**src/rtl/key_debounce.sv**
```systemverilog
// rtl/key_debounce.sv - multi-key debouncer with press/release/long-press pulses
// Optional auto-repeat pulses are built only when KEY_REPEAT_EN is defined.
module key_debounce #(
  parameter int NUM_KEYS       = 2,
  parameter int CLK_FREQ_HZ    = 50000000,
  parameter int DEBOUNCE_MS    = 20,
  parameter int LONG_PRESS_MS  = 1000,
  parameter int KEY_ACTIVE_LOW = 1,
  parameter int REPEAT_MS      = 200
) (
  input  logic                clk,
  input  logic                rst_n,
  input  logic [NUM_KEYS-1:0] key_in,
  output logic [NUM_KEYS-1:0] key_level,
  output logic [NUM_KEYS-1:0] key_press,
  output logic [NUM_KEYS-1:0] key_release,
  output logic [NUM_KEYS-1:0] key_long,
  output logic [NUM_KEYS-1:0] key_repeat
);

  localparam int DB_TICKS     = CLK_FREQ_HZ / 1000 * DEBOUNCE_MS;
  localparam int LONG_TICKS   = CLK_FREQ_HZ / 1000 * LONG_PRESS_MS;
  localparam int REPEAT_TICKS = CLK_FREQ_HZ / 1000 * REPEAT_MS;
  localparam int MAX_A        = (DB_TICKS > LONG_TICKS) ? DB_TICKS : LONG_TICKS;
  localparam int MAX_TICKS    = (MAX_A > REPEAT_TICKS) ? MAX_A : REPEAT_TICKS;
  localparam int CW           = $clog2(MAX_TICKS) + 1;

  localparam logic [CW-1:0] CNT_ONE   = CW'(1);
  localparam logic [CW-1:0] DB_LAST   = CW'(DB_TICKS - 1);
  localparam logic [CW-1:0] LONG_LAST = CW'(LONG_TICKS - 1);
  localparam logic [CW-1:0] LONG_MAX  = CW'(LONG_TICKS);

  localparam logic [NUM_KEYS-1:0] IDLE_PINS = (KEY_ACTIVE_LOW != 0) ? '1 : '0;

  typedef enum logic [1:0] {S_IDLE, S_PRESS_DB, S_HELD, S_RELEASE_DB} state_e;

  logic [NUM_KEYS-1:0] sync1_q, sync2_q;
  logic [NUM_KEYS-1:0] active;

  always_ff @(posedge clk or negedge rst_n) begin
    if (!rst_n) begin
      sync1_q <= IDLE_PINS;
      sync2_q <= IDLE_PINS;
    end else begin
      sync1_q <= key_in;
      sync2_q <= sync1_q;
    end
  end

  // XOR with the idle pin level normalises polarity: 1 means pressed.
  assign active = sync2_q ^ IDLE_PINS;

  for (genvar k = 0; k < NUM_KEYS; k++) begin : g_key
    state_e        state_q;
    logic [CW-1:0] db_cnt_q, hold_cnt_q;
    logic          level_q, press_q, release_q, long_q;
    logic          pressed_st;

    assign pressed_st = (state_q == S_HELD) || (state_q == S_RELEASE_DB);

    always_ff @(posedge clk or negedge rst_n) begin
      if (!rst_n) begin
        state_q    <= S_IDLE;
        db_cnt_q   <= '0;
        hold_cnt_q <= '0;
        level_q    <= 1'b0;
        press_q    <= 1'b0;
        release_q  <= 1'b0;
        long_q     <= 1'b0;
      end else begin
        press_q   <= 1'b0;
        release_q <= 1'b0;
        long_q    <= 1'b0;
        // Hold time keeps running through release bounce so long fires once.
        if (pressed_st) begin
          if (hold_cnt_q != LONG_MAX) hold_cnt_q <= hold_cnt_q + CNT_ONE;
          long_q <= (hold_cnt_q == LONG_LAST);
        end
        case (state_q)
          S_IDLE: begin
            if (active[k]) begin
              state_q  <= S_PRESS_DB;
              db_cnt_q <= '0;
            end
          end
          S_PRESS_DB: begin
            if (!active[k]) begin
              state_q  <= S_IDLE;
              db_cnt_q <= '0;
            end else if (db_cnt_q == DB_LAST) begin
              state_q    <= S_HELD;
              level_q    <= 1'b1;
              press_q    <= 1'b1;
              hold_cnt_q <= '0;
              db_cnt_q   <= '0;
            end else begin
              db_cnt_q <= db_cnt_q + CNT_ONE;
            end
          end
          S_HELD: begin
            if (!active[k]) begin
              state_q  <= S_RELEASE_DB;
              db_cnt_q <= '0;
            end
          end
          S_RELEASE_DB: begin
            if (active[k]) begin
              state_q <= S_HELD;
            end else if (db_cnt_q == DB_LAST) begin
              state_q   <= S_IDLE;
              level_q   <= 1'b0;
              release_q <= 1'b1;
              db_cnt_q  <= '0;
            end else begin
              db_cnt_q <= db_cnt_q + CNT_ONE;
            end
          end
          default: state_q <= S_IDLE;
        endcase
      end
    end

    assign key_level[k]   = level_q;
    assign key_press[k]   = press_q;
    assign key_release[k] = release_q;
    assign key_long[k]    = long_q;

`ifdef KEY_REPEAT_EN
    localparam logic [CW-1:0] REP_LAST = CW'(REPEAT_TICKS - 1);
    logic [CW-1:0] rep_cnt_q;
    logic          repeat_q;

    always_ff @(posedge clk or negedge rst_n) begin
      if (!rst_n) begin
        rep_cnt_q <= '0;
        repeat_q  <= 1'b0;
      end else begin
        repeat_q <= 1'b0;
        if (!pressed_st) begin
          rep_cnt_q <= '0;
        end else if (hold_cnt_q == LONG_LAST) begin
          rep_cnt_q <= '0;
        end else if (hold_cnt_q == LONG_MAX) begin
          if (rep_cnt_q == REP_LAST) begin
            rep_cnt_q <= '0;
            repeat_q  <= 1'b1;
          end else begin
            rep_cnt_q <= rep_cnt_q + CNT_ONE;
          end
        end
      end
    end

    assign key_repeat[k] = repeat_q;
`else
    assign key_repeat[k] = 1'b0;
`endif
  end

endmodule

```
**config.mk**
```make
export PLATFORM = sky130hd
export DESIGN_NAME = key_debounce
export DESIGN_NICKNAME = d
export VERILOG_FILES = /design/src/rtl/key_debounce.sv
export SDC_FILE = /design/constraint.sdc
export NUM_CORES = 1
export LEC_CHECK = 0
export ABC_AREA = 1
export CORE_ASPECT_RATIO = 0.5
export CORE_UTILIZATION = 65
export DETAILED_ROUTE_END_ITERATION = 16
export GPL_TIMING_DRIVEN = 0
export PLACE_DENSITY = 0.89
export SYNTH_ARGS = -nofsm -noshare
export SYNTH_HDL_FRONTEND = slang
export SYNTH_SLANG_ARGS = --single-unit
```
**constraint.sdc**
```tcl
create_clock -name clk -period 2.73 [get_ports clk]
set_input_delay 0.4095 -clock clk [delete_from_list [all_inputs] [get_ports clk]]
set_output_delay 0.4095 -clock clk [all_outputs]
set_load 0.02 [all_outputs]
```
==> flow_summary.json <==
{
  "area_growth_pct": 12.9,
  "slew_viol_final": 0,
  "io_pins": 14,
  "row_count": 27,
  "power-per-cell-area_mw_per_mm2": 600,
  "required_ns": 3.03,
  "post_cts_resized": 0,
  "hp-class": "flop to flop",
  "setup-violations-final": 0,
  "path_max_fanout": 10,
  "cp-end-kind": "flop",
  "cap_violations": 0,
  "relSlewSlack_pct": 64.2,
  "hold_depth": 0,
  "finalClockPeriodUsage_pct": 75.7,
  "postSynthSeqShare_pct": 40.8,
  "first_pass_iters": 9,
  "final.setup.tns_ns": 0,
  "portBuffers": 11,
  "top_cell": "nand2_1",
  "fp.dieW_um": 155,
  "drt_wl_total_um": 18700,
  "cts_max_path_buffers": 2,
  "initial_core_util_pct": 67.9,
  "place.gp.congestion": 0.933,
  "core_mm2": 0.0112,
  "grt_overflow": 0,
  "antennaDiodeCount": 0,
  "hold_viol": 0,
  "final_layout_size_suffix_gt1_share_pct": 8.30,
  "top_cells_by_count": "258 x nand2_1, 181 x nor2_1, 138 x inv_1, 120 x dfrtp_1, 96 x nand3_1",
  "r2r_end": "g_key[0].db_cnt_q[25]",
  "via_count": 7518,
  "rr_startpoint": "g_key[0].db_cnt_q[0]",
  "edf_count": 0,
  "grt.total_usage_pct": 32.5,
  "start_kind": "flop",
  "top_cells_by_area": "dfrtp_1 39%, nand2_1 13%, nor2_1 8.9%, inv_1 6.8%, nand3_1 6.3%",
  "cts_inserted_buffers": 17,
  "cts_tree": "built",
  "critical_path_class": "flop to flop",
  "cts-root-buf": "clkbuf_16",
  "rsz0062_at_grt": "false",
  "final.setup_skew_ns": 0.00836,
  "remaining_drc_errors": 0,
  "ys_cells": 1087,
  "avgViaCountPerCell": 5.82,
  "path_clk_slew_ns": 0.06,
  "ff_type": "dfrtp_1",
  "insertion_delay_ns": 0.42,
  "grt_first_pass_wirelength_um": 31400,
  "yosys_warnings": 0,
  "postSynthCellCount": 1087,
  "p_total_mw": 5.16,
  "warnings": 28,
  "ys_seq_elements": 124,
  "grt_pass1_vias": 6977,
  "chip_area_mm2": 0.0122,
  "placed_cells": 1259,
  "async_flop_share_pct": 100,
  "drt-initial-drc-count": 796,
  "synth_area_mm2": 0.00762,
  "top_area_share_pct": 39.4,
  "tightestPinTransition_ns": 0.537,
  "status": "completed",
  "antenna_found_initial": 0,
  "cts_max_level": 4,
  "synth_cell_types": 46,
  "leakagePower_nw": 3.98,
  "grt_max_degree": 82,
  "die_y_um": 78.6,
  "wire_per_inst_um": 14.5,
  "final_antenna_net_count": 0,
  "min_from": "sync1_q[1]",
  "min_to": "sync2_q[1]",
  "rrSetupSlack_ns": 0.66,
  "period_needed_ns": 2.07,
  "worstRegToRegCells": 11,
  "fmax_ghz": 0.484,
  "place_hpwl_um": 12800,
  "hold_slack_ns": 0.356,
  "nNetsFinal": 1130,
  "worstPathArrival_ns": 2.36,
  "vdd_ir_drop_max_uv": 409,
  "ys_chip_area_mm2": 0.00762,
  "reg_top3": "g_key.db_cnt_q (54), g_key.hold_cnt_q (54)",
  "avgSynthCellArea_um2": 7.01,
  "cts_sinks": 124,
  "synth_area_leader_cell": "dfrtp_1"
}
-- cells by family after synthesis --
group                      share of synthesized area [%]
AOI/OAI and AO/OA                                   6.72
xor gates and xnor gates                            2.99
adders and majority gates                          0.985
buffers and inverters                               9.67
DFF                                                 40.8
muxes                                              0.131
other                                             0.0492
and+or+nand+nor                                     38.7
-- worst max-delay path: stages (launching register included) --
cell and delay, ns:
dfrtp_1 0.39, ha_1 0.22, nand3_1 0.17, inv_2 0.15
nand2_1 0.06, nor2_1 0.14, nand2_1 0.17, nand2_2 0.11
nand2_2 0.11, clkinv_2 0.15, buf_6 0.18, nor2_1 0.07
-- stage by stage --
stage / cell area [µm²] / setup slack, ns
2_1_floorplan: 7620 / 1.16
3_3_place_gp: 7930 / -3.51
3_5_place_dp: 7960 / 0.783
4_1_cts: 8600 / 0.701
5_1_grt: 8600 / 0.506
6_report: 8600 / 0.664
-- repair_timing --
action,CTS,global route
endpoints found under the hold margin,41,0
hold buffers,1,0
setup buffers,0,0
-- placed cells by master, fill, tap and decap left out, drive strengths merged, types with 2 or more instances in the layout --
cell type,count
a21oi,46
bufinv,4
clkinvlp,4
xnor2,2
ha,6
clkinv,5
nor4,6
dfrtp,120
nor2,192
nand3b,4
nand2,267
a31oi,8
nor3b,6
clkbuf,26
o21ai,36
nand4,37
o22ai,2
clkdlybuf4s50,10
dfstp,4
nor3,43
inv,144
nand3,99
xor2,24
o21bai,2
or2,3
buf,25
conb,2
-- power by group --
part	total [mW]	internal (mW)	leakage [nW]	switching, mW
clock	2.42	1.58	0.293	0.841
sequential	2.00	1.92	1.70	0.0794
combinational	0.743	0.205	1.99	0.537
total	5.16	3.70	3.98	1.46
-- final cells by class --
| class | count | area, µm² |
|---|---|---|
| Buffer | 27 | 181 |
| Clock buffer | 22 | 464 |
| Timing Repair Buffer | 13 | 149 |
| Fill cell | 810 | 2620 |
| Tap cell | 159 | 199 |
| Sequential cell | 124 | 3110 |
| Clock inverter | 10 | 164 |
| Multi-Input combinational cell | 790 | 3780 |
| Inverter | 147 | 556 |
-- worst max-delay path by stage --
stage / to / slack, ns / cells after the start / startpoint
after floorplan: g_key[0].db_cnt_q[13] / 1.16 / 11 / g_key[0].db_cnt_q[0]
after detailed placement: g_key[0].db_cnt_q[25] / 0.78 / 11 / g_key[0].db_cnt_q[0]
after global placement: g_key[1].db_cnt_q[10] / -3.51 / 1 / rst_n
final: g_key[0].db_cnt_q[25] / 0.66 / 11 / g_key[0].db_cnt_q[0]
after CTS: g_key[0].db_cnt_q[25] / 0.70 / 11 / g_key[0].db_cnt_q[0]
after global routing: g_key[0].db_cnt_q[25] / 0.51 / 11 / g_key[0].db_cnt_q[0]
-- layer usage --
| metal | track usage, % | share of wire [%] | routed length, µm | up-vias |
|---|---|---|---|---|
| met5 | 0 | 0 | 0 | - |
| met4 | 10.8 | 1.9 | 361 | 0 |
| met3 | 7.45 | 8.1 | 1510 | 49 |
| met2 | 55.1 | 47 | 8700 | 364 |
| met1 | 41.6 | 43 | 8110 | 3556 |
| li1 | - | - | - | 3549 |
**Nets reached from selected ports**

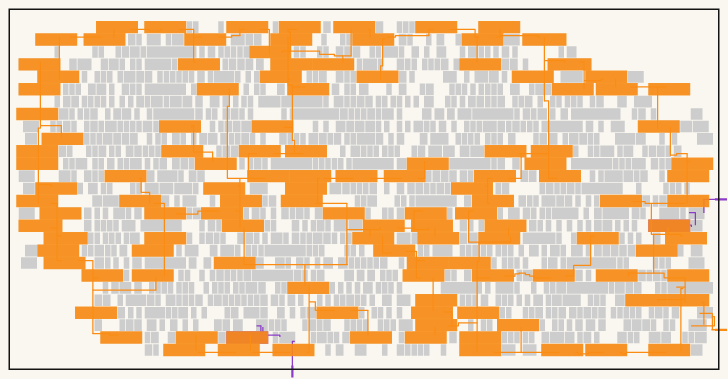
orange -> `rst_n`  # bits 1, direction input, edge right, end cells 124, wire 888 µm
purple -> `key_long`  # bits 2, direction output, edge 1 right, 1 bottom, end cells 2, wire 27.6 µm

**Cell placement**

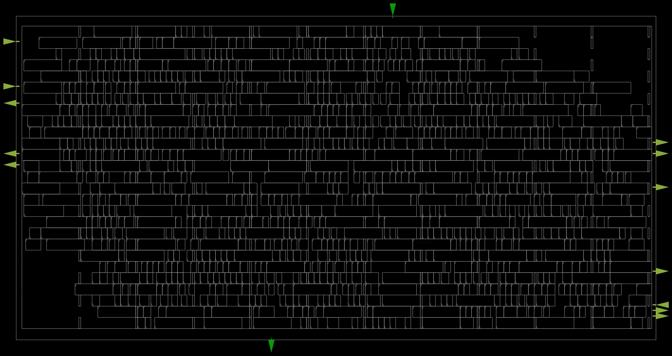
Seq area share: 36.1%
Layout Utilization: 76.7%
final std cells w/o fill: 1292
FFs & Latches: 124

Power and IR drop assume default switching activity.
